**config.mk**
```make
export PLATFORM = sky130hd
export DESIGN_NAME = frame_tx_sequencer
export DESIGN_NICKNAME = d
export VERILOG_FILES = /design/src/rtl/frame_tx_sequencer.sv
export SDC_FILE = /design/constraint.sdc
export NUM_CORES = 1
export LEC_CHECK = 0
export CAP_MARGIN = 40
export CORE_MARGIN = 2
export CORE_UTILIZATION = 62
export CTS_CLUSTER_SIZE = 10
export DETAILED_ROUTE_END_ITERATION = 10
export DONT_BUFFER_PORTS = 1
export HOLD_SLACK_MARGIN = 0.15
export PLACE_DENSITY = 0.83
export SLEW_MARGIN = 25
export SYNTH_ARGS = -nofsm -noshare
export SYNTH_HDL_FRONTEND = slang
export SYNTH_SLANG_ARGS = --single-unit
```
**constraint.sdc**
```tcl
create_clock -name clk -period 3.8 [get_ports clk]
set_clock_uncertainty 0.2 [all_clocks]
set_input_delay 0.38 -clock clk [delete_from_list [all_inputs] [get_ports clk]]
set_output_delay 0.38 -clock clk [all_outputs]
set_load 0.03 [all_outputs]
```
**src/rtl/frame_tx_sequencer.sv**
```systemverilog
// frame_tx_sequencer: sends a fixed 4-byte ON/OFF command frame to the UART TX byte engine,
// with per-byte handshake, optional inter-byte gap, one-deep request queue and stall timeout.
module frame_tx_sequencer #(
  parameter int GAP_CYCLES = 0,
  parameter int TIMEOUT    = 50000
) (
  input  logic       clk,
  input  logic       rst_n,
  input  logic       req_on,
  input  logic       req_off,
  input  logic       tx_done,
  output logic [7:0] tx_data,
  output logic       tx_flag,
  output logic       busy,
  output logic       done,
  output logic       err
);
  typedef enum logic [2:0] {IDLE, LOAD, WAIT_DONE, GAP, FINISH} state_t;
  localparam logic [15:0] TO_LIM   = 16'(TIMEOUT);
  localparam logic [15:0] GAP_LAST = 16'(GAP_CYCLES - 1);
  state_t      state, state_n;
  logic [1:0]  idx, idx_n;
  logic        on, on_n, pend_v, pend_v_n, pend_on, pend_on_n;
  logic [15:0] cnt, cnt_n;
  logic        req;
  assign req = req_on | req_off;
  // ON bytes are AA+11*i, OFF bytes are 55+11*i
  function automatic logic [7:0] frame_byte(input logic sel_on, input logic [1:0] i);
    return (sel_on ? 8'hAA : 8'h55) + 8'h11 * {6'd0, i};
  endfunction
  always_ff @(posedge clk or negedge rst_n) begin
    if (!rst_n) begin
      state   <= IDLE;
      idx     <= 2'd0;
      on      <= 1'b0;
      pend_v  <= 1'b0;
      pend_on <= 1'b0;
      cnt     <= 16'd0;
      tx_data <= 8'h00;
    end else begin
      state   <= state_n;
      idx     <= idx_n;
      on      <= on_n;
      pend_v  <= pend_v_n;
      pend_on <= pend_on_n;
      cnt     <= cnt_n;
      if (state_n == LOAD) tx_data <= frame_byte(on_n, idx_n);
    end
  end
  always_comb begin
    state_n   = state;
    idx_n     = idx;
    on_n      = on;
    pend_v_n  = pend_v;
    pend_on_n = pend_on;
    cnt_n     = cnt;
    tx_flag   = 1'b0;
    done      = 1'b0;
    err       = 1'b0;
    busy      = state != IDLE;
    if (state != IDLE && req) begin
      pend_v_n  = 1'b1;
      pend_on_n = req_on;
    end
    case (state)
      IDLE: if (req) begin
        state_n = LOAD;
        on_n    = req_on;
        idx_n   = 2'd0;
      end
      LOAD: begin
        tx_flag = 1'b1;
        state_n = WAIT_DONE;
        cnt_n   = 16'd0;
      end
      WAIT_DONE: if (tx_done) begin
        cnt_n = 16'd0;
        if (idx == 2'd3) state_n = FINISH;
        else begin
          idx_n   = idx + 2'd1;
          state_n = (GAP_CYCLES > 0) ? GAP : LOAD;
        end
      end else if (cnt == TO_LIM) begin
        err      = 1'b1;
        state_n  = IDLE;
        pend_v_n = 1'b0;
      end else cnt_n = cnt + 16'd1;
      GAP: begin
        state_n = (cnt == GAP_LAST) ? LOAD : GAP;
        cnt_n   = (cnt == GAP_LAST) ? 16'd0 : cnt + 16'd1;
      end
      FINISH: begin
        // a request arriving in this very cycle is the newest, so it beats the stored one
        done     = 1'b1;
        state_n  = (req || pend_v) ? LOAD : IDLE;
        on_n     = req ? req_on : pend_on;
        idx_n    = 2'd0;
        pend_v_n = 1'b0;
      end
      default: state_n = IDLE;
    endcase
  end
endmodule

```
Fig. 1: run 1, drive-strength map
(8 px per um)
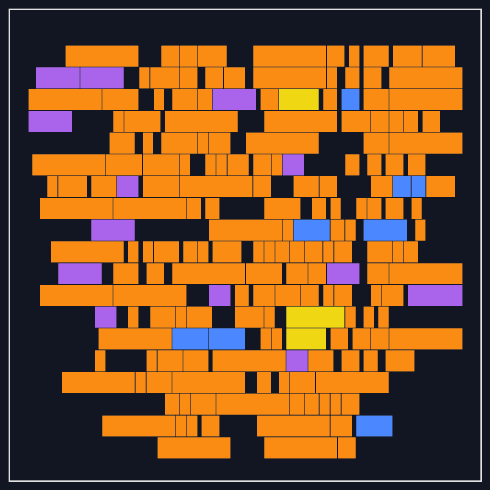
Yellow marks drive 6 and up, cells 3, most used clkbuf_8. Purple marks drive 3 to 4, cells 13, most used mux2_4. Orange marks drive 1 or less, cells 171, most used dfrtp_1. Blue marks drive 2, cells 8.

Fig. 2: run 1, register map, names as in the netlist
(6 px per um) Other sequential cells in the stronger grey, the rest of the logic in the fainter grey.
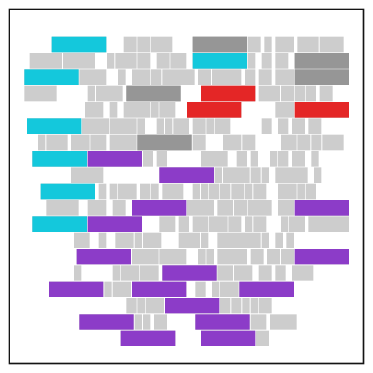
Cyan marks `tx_data`, placed flops 7. Purple marks `cnt`, placed flops 16. Red marks `state`, placed flops 3.

Fig. 3: run 1, track usage over the die
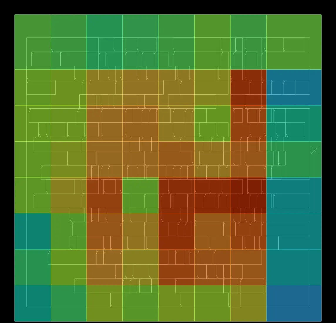
drt wl/cell: 17.25 um
met2 capacity usage during global routing: 36.67%
final core utilization: 70.87%
GRT met3 Usage: 8.571%

[run 1: registers in the layout (all words and copies together) (netlist names)]
name     flops
cnt         16
tx_data      7
state        3
idx          2
on           1
pend_on      1
pend_v       1
[run 1: per-stage QoR]
step	setup slack [ns]	instance area [um^2]	hold WS, ns	util (%)	std cells
5_1_grt	0.3494	1988	0.2234	70.87	226
3_3_place_gp	0.7576	1854	-0.1149	66.10	212
4_1_cts	0.6213	1988	0.2360	70.87	226
6_report	0.5880	1988	0.2380	70.87	226
3_5_place_dp	0.6343	1859	-0.1147	66.28	213
2_1_floorplan	0.9157	1862	-0.1156	-	188
[run 1: worst min-delay path, delay by kind of cell]
kind / cells / cell delay [ns]
compound gates: 2 / 0.23
simple gates: 1 / 0.11
[run 1: cells in the final DEF (no fill, tap or decap), drive strengths merged, types with 6 or more instances in the layout]
cell	synthesis	routed
dfrtp	31	31
nor2	21	21
nand2	14	14
xor2	11	11
nand4	10	10
inv	8	8
nand3	8	8
ha	8	8
clkbuf	0	8
a21oi	7	7
mux2	6	6
[run 1: layout make-up]
cell class                 count  area, um^2
clock buffer                   8       68.82
fill                         198       817.0
inverter                       8       30.03
multi-input combinational    142        1010
sequential                    31       775.7
tap                           31       38.79
timing repair buffer           6       65.06
[run 1: how the worst max path moves through the flow]
stage / to / slack (ns) / depth (start not counted)
detailed placement: tx_data[5] / 0.63 / 9
CTS: tx_data[5] / 0.62 / 9
global route: tx_data[5] / 0.35 / 9
finish: tx_data[5] / 0.59 / 9
global placement: tx_data[5] / 0.76 / 9
floorplan: tx_data[5] / 0.92 / 10
[run 1: where the power goes]
group          leakage (nW)  switching, mW  internal [mW]  total (mW)
Clock                0.0386          0.107          0.109       0.216
Sequential            0.392          0.162          0.409       0.571
Combinational         0.472          0.376          0.316       0.692
==> summary.txt, run 1 <==
Notes on the flow outputs.

- The number of cells on the worst reg-to-reg path reads 9.
- The largest net degree at the start of global routing is 32.
- The die is 58.80 um wide.
- The number of buffers on the longest clock path is 2.
- Among all stages on the critical path, the maximum delay recorded is ~0.53 ns.
- For this block, the initial DRC count from the detailed router was ~61.
- The critical path startpoint category reads a flip-flop.
- The H-tree depth is 2.
- The critical path data required time is 3.81 ns.
- The post-layout net count is 207.
- Power comes to 1.479 mW.
- The most repeated library cell on the critical path reads ha_1.
- The register clock-pin slew on the reported worst setup and hold paths is 0.09 ns.
- The global-route wire length before repair is 6.492 mm.
- Setup repair after global routing left no endpoint under its margin.
- The classification of the worst setup path reads reg2reg.
- The residual DRC count reads 1.
- The number of sinks driven by the clock tree reads 31.
- Checking hold timing, the worst path is listed with class in2reg.
- Counting endpoints that fail hold in the final report gives 0.
- The checks that failed: design-rule violations.
- Buffers added to address setup during post-CTS repair amount to 0.
- The share of the cycle needed by the critical path after routing is 84.53%.
- The post-layout minimum cycle time is around 3.2 ns.
- The proportion of netlist area held by the largest area contributor is 41.67%.
- The remaining antenna violation count reads 0.
- VDD sags by at most 648.0 uV.
- For this run, the register share of the synthesized area comes to 41.67%.
- The cell row count is 19.
- The script computed a power per unit cell area of 743.7 mW/mm^2.
- The final weighted congestion recorded by global placement is 0.9007.
- Pin placement for this block handled 17 I/O pins.
- The beginning of the worst register-to-register path is state[0].
- The number of antenna diodes in the final layout is 0.
- The flow ran to the end, but the final reports show violations.
- The number of antenna violations at the first check in global routing is 0.
- The critical path arrival reads 3.22 ns.
- Using the TritonRoute via totals, the vias-per-cell ratio works out to 6.429.
- Yosys attributes the largest share of cell area to dfrtp_1 42%, ha_1 5.4%, xor2_1 5.2%.
- The chip footprint is around 0.0035 mm^2.
- The first TritonRoute pass finished after 10 iterations.
Fig. 4: run 1, close-up of the layout
Region (17, 17) to (42, 42) um. Cells in grey, sequential cells in the stronger grey; small squares are vias.
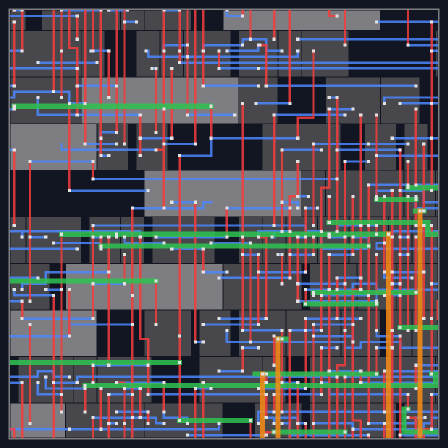

==> inputs of run 2 (changes only) <==
Clock period 3.8 ns to 3.1 ns, I/O delays scaled along.
Fig. 5: run 2, close-up of the layout
Region (17, 17) to (42, 42) um. Cells in grey, sequential cells in the stronger grey; small squares are vias.
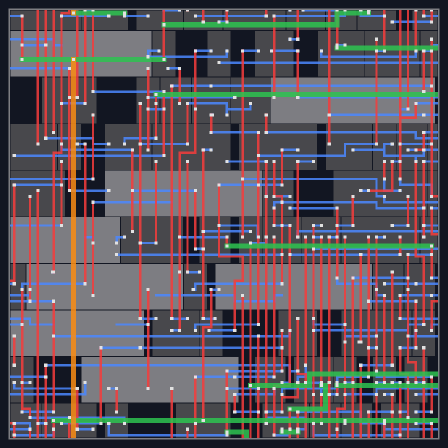
Green marks met3. Blue marks met1. Red marks met2. Orange marks met4.
Netlist names of flops here include `cnt` (5), `idx` (2). Sequential cells in the window: 8. 59 logic cells have their middle in the window. Most frequent: nor2_1 (8), dfrtp_1 (7), nand4_1 (6).

Fig. 6: run 2, drive-strength map
(8 px per um)
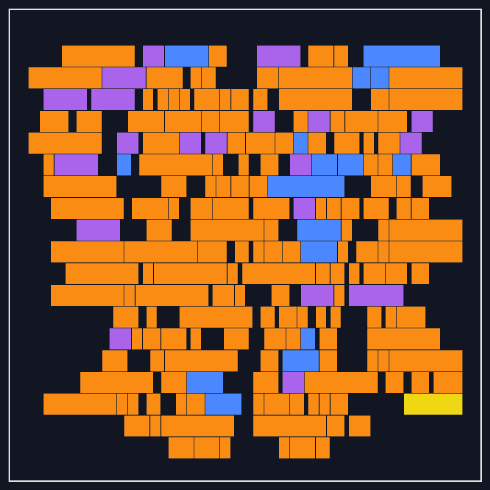
Blue marks drive 2, cells 16, most used clkinv_2. Purple marks drive 3 to 4, cells 20, most used buf_4. Yellow marks drive 6 and up, cells 1, most used buf_12. Orange marks drive 1 or less, cells 164, most used dfrtp_1.

==> run 2 against run 1 <==
Against the previous run:
- sequential power rose by 22%
- the run still ends with design-rule violations left
- via count shrank 0.21%
- count of clock-buffer cells in the layout shrank 3
- first-iteration DRC count increased by 59%
- highest routed layer unchanged
- clock power is 8% higher
==> summary.txt, run 2 <==
Notes on the flow outputs.

- The run finished, with violations left.
- The checks that failed: design-rule violations.
- The proportion of netlist area held by the largest area contributor is 41.67% (unchanged).
- The met3 layer usage reported by global route is 8.791% (+0.22 points).
- The share of the cycle needed by the critical path after routing reads 96.34% (+12 points).
- The routed wire length per instance is 16.85 um (-2.3%).
- The largest net degree at the start of global routing was 32 (unchanged).
- The count of pins on the block boundary is 17 (unchanged).
- The number of buffers on the longest clock path reads 2 (unchanged).
- The areal power density over the cells is 915.7 mW/mm^2 (+23%).
- The area taken by flip-flops and latches reads 778.2 um^2 (+0.32%).
- The residual DRC count is 1 (unchanged).
- The placement-stage worst setup slack reads -0.003380 ns (-0.6377 ns).
- The sequential-to-total area share from yosys stat is 41.67% (unchanged).
- The critical path depth in cells was 10 (+1).
- The post-layout net count reads 213 (+2.9%).
- The critical path's largest stage delay reads 0.49 ns (-0.04 ns).
- The global-route wire length before repair is 6.389 mm (-1.6%).
- The register clock-pin slew on the reported worst setup and hold paths is 0.10 ns (about the same).
- The post-CTS setup repair buffer count is 0 (unchanged).
- In this run the critical register-to-register path is launched from state[0].
- The routability-driven placement congestion ratio is 0.8711 (-3.3%).
- The critical path data required time reads 3.13 ns (-0.68 ns).
- The least setup slack across all paths after layout is 0.1134 ns (-0.4746 ns).
- The final count of hold timing violations reads 0 (unchanged).
- The classification of the worst setup path reads reg2reg.
- The number of sinks driven by the clock tree reads 31 (unchanged).
- The number of fill cells in the layout reads 203 (+2.5%).
- The H-tree depth is 2 (unchanged).
- The critical path capture point is tx_data[5].
- The detailed-route vias per instance is 6.250 (-2.8%).
run 2: cell counts after synthesis:
No cell type changed its count.
run 2: where the power goes:
part / total [mW] / leakage (nW) / internal [mW] / switching [mW]
logic: 0.929 / 0.500 / 0.441 / 0.488
clock network: 0.233 / 0.0347 / 0.0843 / 0.149
registers: 0.698 / 0.391 / 0.504 / 0.193
run 2: kinds of logic (layout without fill, tap and decap cells):
group	Yosys count	count (layout)	synth area share, %
simple gates	86	86	25.87
flops	31	31	41.67
compound gates	24	24	9.341
buf+inv	15	28	4.099
xor+xnor	13	13	6.116
mux	11	11	7.527
fa+ha+maj	8	8	5.377
run 2: stage by stage:
step	TNS, ns	utilization, %	cell area, um^2	hold WS, ns	total power, mW
global route	-0.03227	72.44	2032	0.1767	1.992
detailed placement	-0.003380	67.44	1892	-0.1848	1.564
floorplan	0	-	1862	-0.1856	1.395
finish	0	72.44	2032	0.1940	1.861
CTS	0	71.54	2007	0.1899	1.826
global placement	0	67.44	1892	-0.1849	1.512
run 2: how the worst min path moves through the flow:
| stage | startpoint | endpoint | slack [ns] | cells past startpoint |
|---|---|---|---|---|
| after floorplan | rst_n | cnt[0] | -0.19 | 0 |
| after global placement | rst_n | cnt[13] | -0.18 | 0 |
| after detailed placement | rst_n | cnt[13] | -0.18 | 0 |
| after CTS | rst_n | cnt[13] | 0.19 | 2 |
| after global routing | rst_n | cnt[4] | 0.18 | 2 |
| final | rst_n | cnt[13] | 0.19 | 2 |
run 2: final cells by class:
type	instances	area share (%)
Tap cell	31	1.909
Sequential cell	31	38.30
Clock inverter	3	0.7389
Multi-Input combinational cell	142	50.18
Clock buffer	5	1.847
Timing Repair Buffer	12	5.542
Inverter	8	1.478
No activity file was given, so power comes from the tool's default toggle rates.
